`src/rtl/sequential_multiplier_pkg.sv`:
```
// Shared types and defaults for the shift-and-add sequential multiplier.
package sequential_multiplier_pkg;

  localparam int DEFAULT_WIDTH = 8;

  typedef enum logic [1:0] {
    IDLE = 2'd0,
    BUSY = 2'd1,
    DONE = 2'd2
  } state_t;

endpackage

```
`src/rtl/sequential_multiplier_if.sv`:
```
// Operand/result bundle between a requester (master) and the multiplier (slave).
interface sequential_multiplier_if #(
  parameter int WIDTH = 8
);
  logic               start;
  logic [WIDTH-1:0]   A;
  logic [WIDTH-1:0]   B;
  logic [2*WIDTH-1:0] product;
  logic               done;

  modport master (
    output start, A, B,
    input  product, done
  );

  modport slave (
    input  start, A, B,
    output product, done
  );
endinterface

```
`src/rtl/seq_mult_datapath.sv`:
```
// Multiplicand/multiplier/accumulator registers and the single shifted adder.
module seq_mult_datapath
  import sequential_multiplier_pkg::*;
#(
  parameter int WIDTH = DEFAULT_WIDTH,
  parameter int CNT_W = $clog2(WIDTH + 1)
) (
  input  logic               clk,
  input  logic               reset,
  input  logic               i_load,
  input  logic               i_step,
  input  logic [CNT_W-1:0]   i_count,
  input  logic [WIDTH-1:0]   i_a,
  input  logic [WIDTH-1:0]   i_b,
  output logic [2*WIDTH-1:0] o_acc_next
);

  logic [WIDTH-1:0]   r_mcand;
  logic [WIDTH-1:0]   r_mplier;
  logic [2*WIDTH-1:0] r_acc;
  logic [2*WIDTH-1:0] w_addend;

  always_comb begin
    w_addend   = {{WIDTH{1'b0}}, r_mcand} << i_count;
    o_acc_next = r_mplier[0] ? (r_acc + w_addend) : r_acc;
  end

  always_ff @(posedge clk) begin
    if (!reset) begin
      r_mcand  <= '0;
      r_mplier <= '0;
      r_acc    <= '0;
    end else if (i_load) begin
      r_mcand  <= i_a;
      r_mplier <= i_b;
      r_acc    <= '0;
    end else if (i_step) begin
      r_acc    <= o_acc_next;
      r_mplier <= r_mplier >> 1;
    end
  end

endmodule

```
`src/rtl/sequential_multiplier.sv`:
```
// Unsigned shift-and-add multiplier: one multiplier bit per clock, registered result.
module sequential_multiplier
  import sequential_multiplier_pkg::*;
#(
  parameter int WIDTH = DEFAULT_WIDTH
) (
  input  logic                  clk,
  input  logic                  reset,
  sequential_multiplier_if.slave bus
);

  localparam int CNT_W = $clog2(WIDTH + 1);
  localparam logic [CNT_W-1:0] LAST_STEP = CNT_W'(WIDTH - 1);

  state_t             r_state;
  logic [CNT_W-1:0]   r_count;
  logic [2*WIDTH-1:0] r_product;
  logic               r_done;

  logic               w_load;
  logic               w_step;
  logic [2*WIDTH-1:0] w_acc_next;

  // DONE accepts a new start exactly like IDLE, giving WIDTH+1 cycle throughput.
  always_comb begin
    w_load = ((r_state == IDLE) || (r_state == DONE)) && bus.start;
    w_step = (r_state == BUSY);
  end

  seq_mult_datapath #(
    .WIDTH (WIDTH),
    .CNT_W (CNT_W)
  ) u_datapath (
    .clk        (clk),
    .reset      (reset),
    .i_load     (w_load),
    .i_step     (w_step),
    .i_count    (r_count),
    .i_a        (bus.A),
    .i_b        (bus.B),
    .o_acc_next (w_acc_next)
  );

  always_ff @(posedge clk) begin
    if (!reset) begin
      r_state   <= IDLE;
      r_count   <= '0;
      r_product <= '0;
      r_done    <= 1'b0;
    end else begin
      case (r_state)
        IDLE: begin
          r_done <= 1'b0;
          if (bus.start) begin
            r_count <= '0;
            r_state <= BUSY;
          end
        end
        BUSY: begin
          r_count <= r_count + 1'b1;
          // Last step: capture the sum including this cycle's partial product.
          if (r_count == LAST_STEP) begin
            r_product <= w_acc_next;
            r_done    <= 1'b1;
            r_state   <= DONE;
          end
        end
        DONE: begin
          r_done <= 1'b0;
          if (bus.start) begin
            r_count <= '0;
            r_state <= BUSY;
          end else begin
            r_state <= IDLE;
          end
        end
        default: begin
          r_done  <= 1'b0;
          r_state <= IDLE;
        end
      endcase
    end
  end

  assign bus.product = r_product;
  assign bus.done    = r_done;

endmodule

```
`src/flat_wrapper.sv`:
```
// flat-port wrapper written by rule: the top's interface ports become plain ports
module sequential_multiplier_flat import sequential_multiplier_pkg::*;
#(
  parameter int WIDTH = DEFAULT_WIDTH
)
  (clk, reset, bus_start, bus_A, bus_B, bus_product, bus_done);
  sequential_multiplier_if #(.WIDTH(WIDTH)) bus_i ();
  input  logic clk;
  input  logic reset;
  input wire logic [$bits(bus_i.start)-1:0] bus_start;
  input wire logic [$bits(bus_i.A)-1:0] bus_A;
  input wire logic [$bits(bus_i.B)-1:0] bus_B;
  output wire logic [$bits(bus_i.product)-1:0] bus_product;
  output wire logic [$bits(bus_i.done)-1:0] bus_done;
  assign bus_i.start = bus_start;
  assign bus_i.A = bus_A;
  assign bus_i.B = bus_B;
  assign bus_product = bus_i.product;
  assign bus_done = bus_i.done;
  sequential_multiplier #(.WIDTH(WIDTH)) u_core (.clk(clk), .reset(reset), .bus(bus_i));
endmodule
```
`config.mk`:
```
export PLATFORM = sky130hd
export DESIGN_NAME = sequential_multiplier_flat
export DESIGN_NICKNAME = d
export VERILOG_FILES = /design/src/rtl/sequential_multiplier_pkg.sv /design/src/rtl/sequential_multiplier_if.sv /design/src/rtl/seq_mult_datapath.sv /design/src/rtl/sequential_multiplier.sv /design/src/flat_wrapper.sv
export SDC_FILE = /design/constraint.sdc
export NUM_CORES = 1
export LEC_CHECK = 0
export CAP_MARGIN = 20
export CORE_UTILIZATION = 52
export DETAILED_ROUTE_END_ITERATION = 8
export PLACE_DENSITY = 0.77
export SETUP_SLACK_MARGIN = 0.5
export SLEW_MARGIN = 20
export SYNTH_ARGS = -nofsm -noshare
export SYNTH_HDL_FRONTEND = slang
export SYNTH_HIERARCHICAL = 1
export SYNTH_SLANG_ARGS = --single-unit
```
`constraint.sdc`:
```
create_clock -name clk -period 3.1 [get_ports clk]
set_input_delay 0.31 -clock clk [delete_from_list [all_inputs] [get_ports clk]]
set_output_delay 0.31 -clock clk [all_outputs]
set_load 0.05 [all_outputs]
```
### The metal 1 layer, run 1

The bar under the picture is 20 um long. Supply wires on this layer in grey. Cells faint in the background.
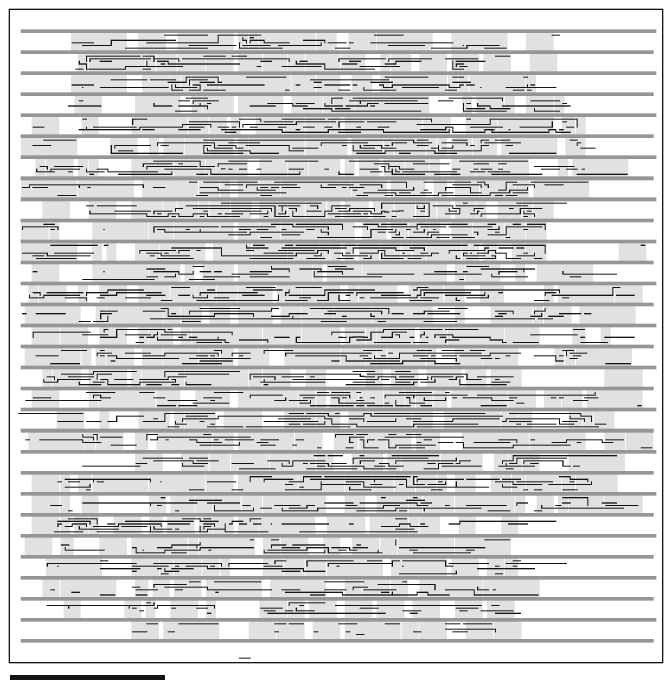
wire length on this layer	4170 um
share of all routed wire	42%
main direction	horizontal
longest straight run	49.7 um
nets with wire on the layer	483

### Nets reached from selected ports, run 1

The bar under the picture is 20 um long.
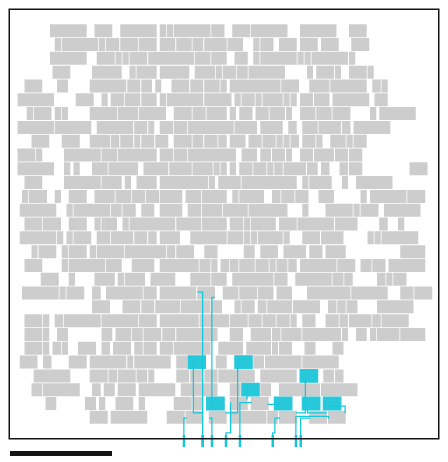
colour	port	bits	direction	end cells	wire
cyan	`bus_A`	8	input	8	144 um

==> impl_metrics.json, run 1 <==
{
  "status": "finished with violations",
  "violations": "DRC, setup timing",
  "async_reset_ff_frac": 0,
  "powerDensity_nw_per_um2": 322,
  "n_all_inverters": 9,
  "grt_use_met2": 0.449,
  "path_buffers": 1,
  "switching_share": 0.262,
  "clockBufferDepth": 2,
  "regArea_um2": 1110,
  "flops": 55,
  "synth.cell_area_um2": 3520,
  "critical_path.max_fanout": 6,
  "cts_buffers": 5,
  "crit_end": "u_core/bus.product[15]$_SDFFE_PN0P_",
  "power.leakage_nw": 1.96,
  "lay_top_count": "nand2_1",
  "logic_gate_count": 314,
  "simple_gate_area_frac": 0.206,
  "comb_share": 0.551,
  "largest_area_cell": "dfxtp_1",
  "wl_met2_mm": 4.92,
  "ys_cells": 399,
  "synth.top_cells.by_count": "64 x nand2_1, 55 x dfxtp_1, 49 x mux2i_1",
  "p_int_w": 0.00113,
  "wl_per_cell_um": 18.2,
  "dpl.cell_count": 514,
  "detailedPlace.worstSlack_ps": -169,
  "hold_end": "u_core/bus.done$_SDFFE_PN0P_",
  "aoi_share": 0.135,
  "yosysTopAreaCellShare": 0.312,
  "grt_start_max_net_pins": 33,
  "final_cell_mix": "60 x nand2_1, 53 x dfxtp_1, 46 x buf_4, 44 x mux2i_1, 35 x clkdlybuf4s50_1",
  "drc": 6,
  "ioPinCount": 36,
  "layout_setup_ws_ps": -156,
  "finalPower_w": 0.00154,
  "power_switching_w": 0.000402,
  "setup_viol": 4,
  "synthCells": 399,
  "cp_slowest_cell": "dfxtp_4",
  "final-clk-cell-share": 0.0246,
  "postCtsSetupRepairBufs": 22,
  "p_comb_w": 0.000295,
  "core-area_um2": 6460,
  "final_max_slew_viol_count": 0,
  "p_seq_frac": 0.483,
  "wl_met3_um": 552,
  "yosysWarningCount": 6,
  "mux_share": 0.201,
  "top_cell": "nand2_1",
  "first_global_vias": 2999,
  "power_leader": "sequential cells",
  "ys_sh_adder": 0.0625,
  "required_ps": 3340,
  "busiest_layer": "met2"
}
### Signal wires by layer, run 1

Only two layers are drawn.
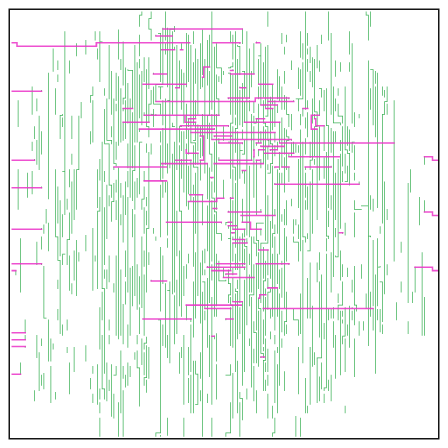
colour	layer	wire length
magenta	M3	552 um
green	M2	4920 um

### Where the registers sit, run 1

The bar under the picture is 20 um long.
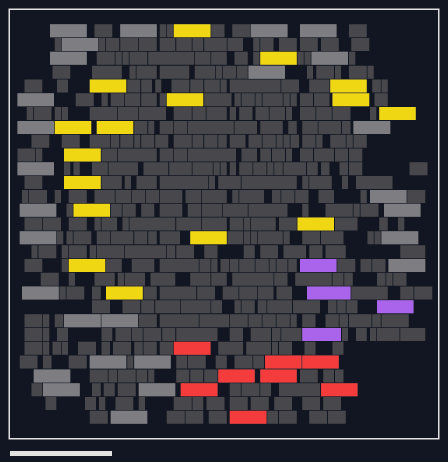

==> run 2, diff against run 1 <==
--- a/config.mk
+++ b/config.mk
@@ -5,7 +5,7 @@
 export SDC_FILE = /design/constraint.sdc
 export NUM_CORES = 1
 export LEC_CHECK = 0
-export CAP_MARGIN = 20
+export CORE_MARGIN = 1.5
 export CORE_UTILIZATION = 52
 export DETAILED_ROUTE_END_ITERATION = 8
 export PLACE_DENSITY = 0.77
### Where the registers sit, run 2

The bar under the picture is 20 um long.
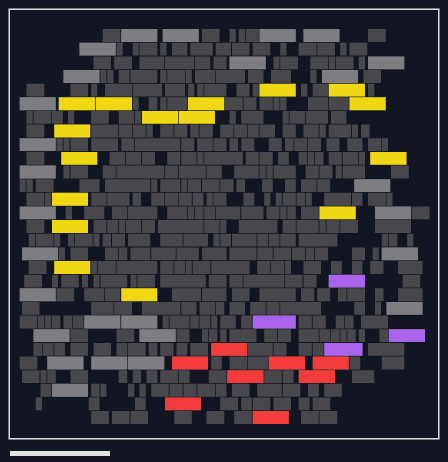
colour	name in the netlist	flops
purple	`u_core/r_count`	4
red	`u_core/u_datapath/r_mcand`	8
yellow	`u_core/u_datapath/r_acc`	16
not coloured	27

==> impl_metrics.json, run 2 <==
{
  "power_frac_comb": 0.200,
  "die_w_um": 85.3,
  "n_all_inverters": 9,
  "busiest_layer": "met2",
  "path_buffers": 2,
  "drc": 2,
  "p_comb_w": 0.000285,
  "ys_sh_adder": 0.0625,
  "required_ps": 3310,
  "core-area_um2": 6460,
  "finalPower_w": 0.00143,
  "yosysTopAreaCellShare": 0.312,
  "wl_met3_um": 416,
  "startpoint": "u_core/r_count[0]$_SDFFE_PN0P_",
  "postCtsSetupRepairBufs": 12,
  "cts_buffers": 5,
  "regArea_um2": 1110,
  "hold_end": "u_core/bus.done$_SDFFE_PN0P_",
  "pg_seq_w": 0.000741,
  "warnings": 29,
  "powerDensity_nw_per_um2": 305,
  "layout_setup_ws_ps": -39.5,
  "port_buffers": 35,
  "final_max_slew_viol_count": 0,
  "max_stage_delay_ps": 400,
  "wl_met2_mm": 4.39,
  "power_switching_w": 0.000402,
  "ioPinCount": 36,
  "aoi_share": 0.135,
  "p_seq_frac": 0.519,
  "wl_per_cell_um": 16.5,
  "first_global_vias": 2925,
  "detailedPlace.worstSlack_ps": -46.4,
  "synth.cell_area_um2": 3520,
  "critical_path.max_fanout": 7,
  "vias": 3205,
  "lay_top_count": "nand2_1",
  "yosysWarningCount": 6,
  "clockBufferDepth": 2,
  "comb_share": 0.552,
  "violations": "DRC, setup timing",
  "grt_use_met2": 0.381,
  "setup_viol": 2,
  "p_int_w": 0.00103,
  "power_leader": "sequential cells",
  "synth.top_cells.by_count": "64 x nand2_1, 55 x dfxtp_1, 49 x mux2i_1",
  "status": "finished with violations",
  "dpl.cell_count": 517,
  "grt_start_max_net_pins": 33,
  "logic_gate_count": 314,
  "synthCells": 399,
  "final_cell_mix": "61 x nand2_1, 53 x dfxtp_1, 46 x mux2i_1, 46 x buf_4, 35 x clkdlybuf4s50_1",
  "ys_cells": 399,
  "switching_share": 0.281,
  "use_met1": 0.300,
  "async_reset_ff_frac": 0,
  "crit_end": "u_core/bus.product[14]$_SDFFE_PN0P_",
  "layout-drive-gt1-share": 0.292,
  "flops": 55,
  "power.leakage_nw": 1.91,
  "top_cell": "nand2_1",
  "mux_share": 0.201,
  "simple_gate_area_frac": 0.206,
  "topCellsByArea": "dfxtp_1 31%, mux2i_1 14%, nand2_1 6.8%"
}
### Nets reached from selected ports, run 2

The bar under the picture is 20 um long.
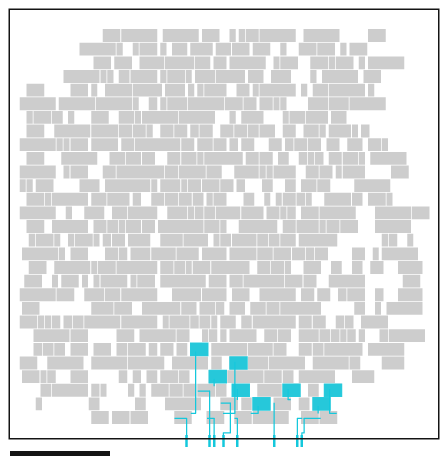
colour	port	bits	direction	end cells	wire
cyan	`bus_A`	8	input	8	96.2 um

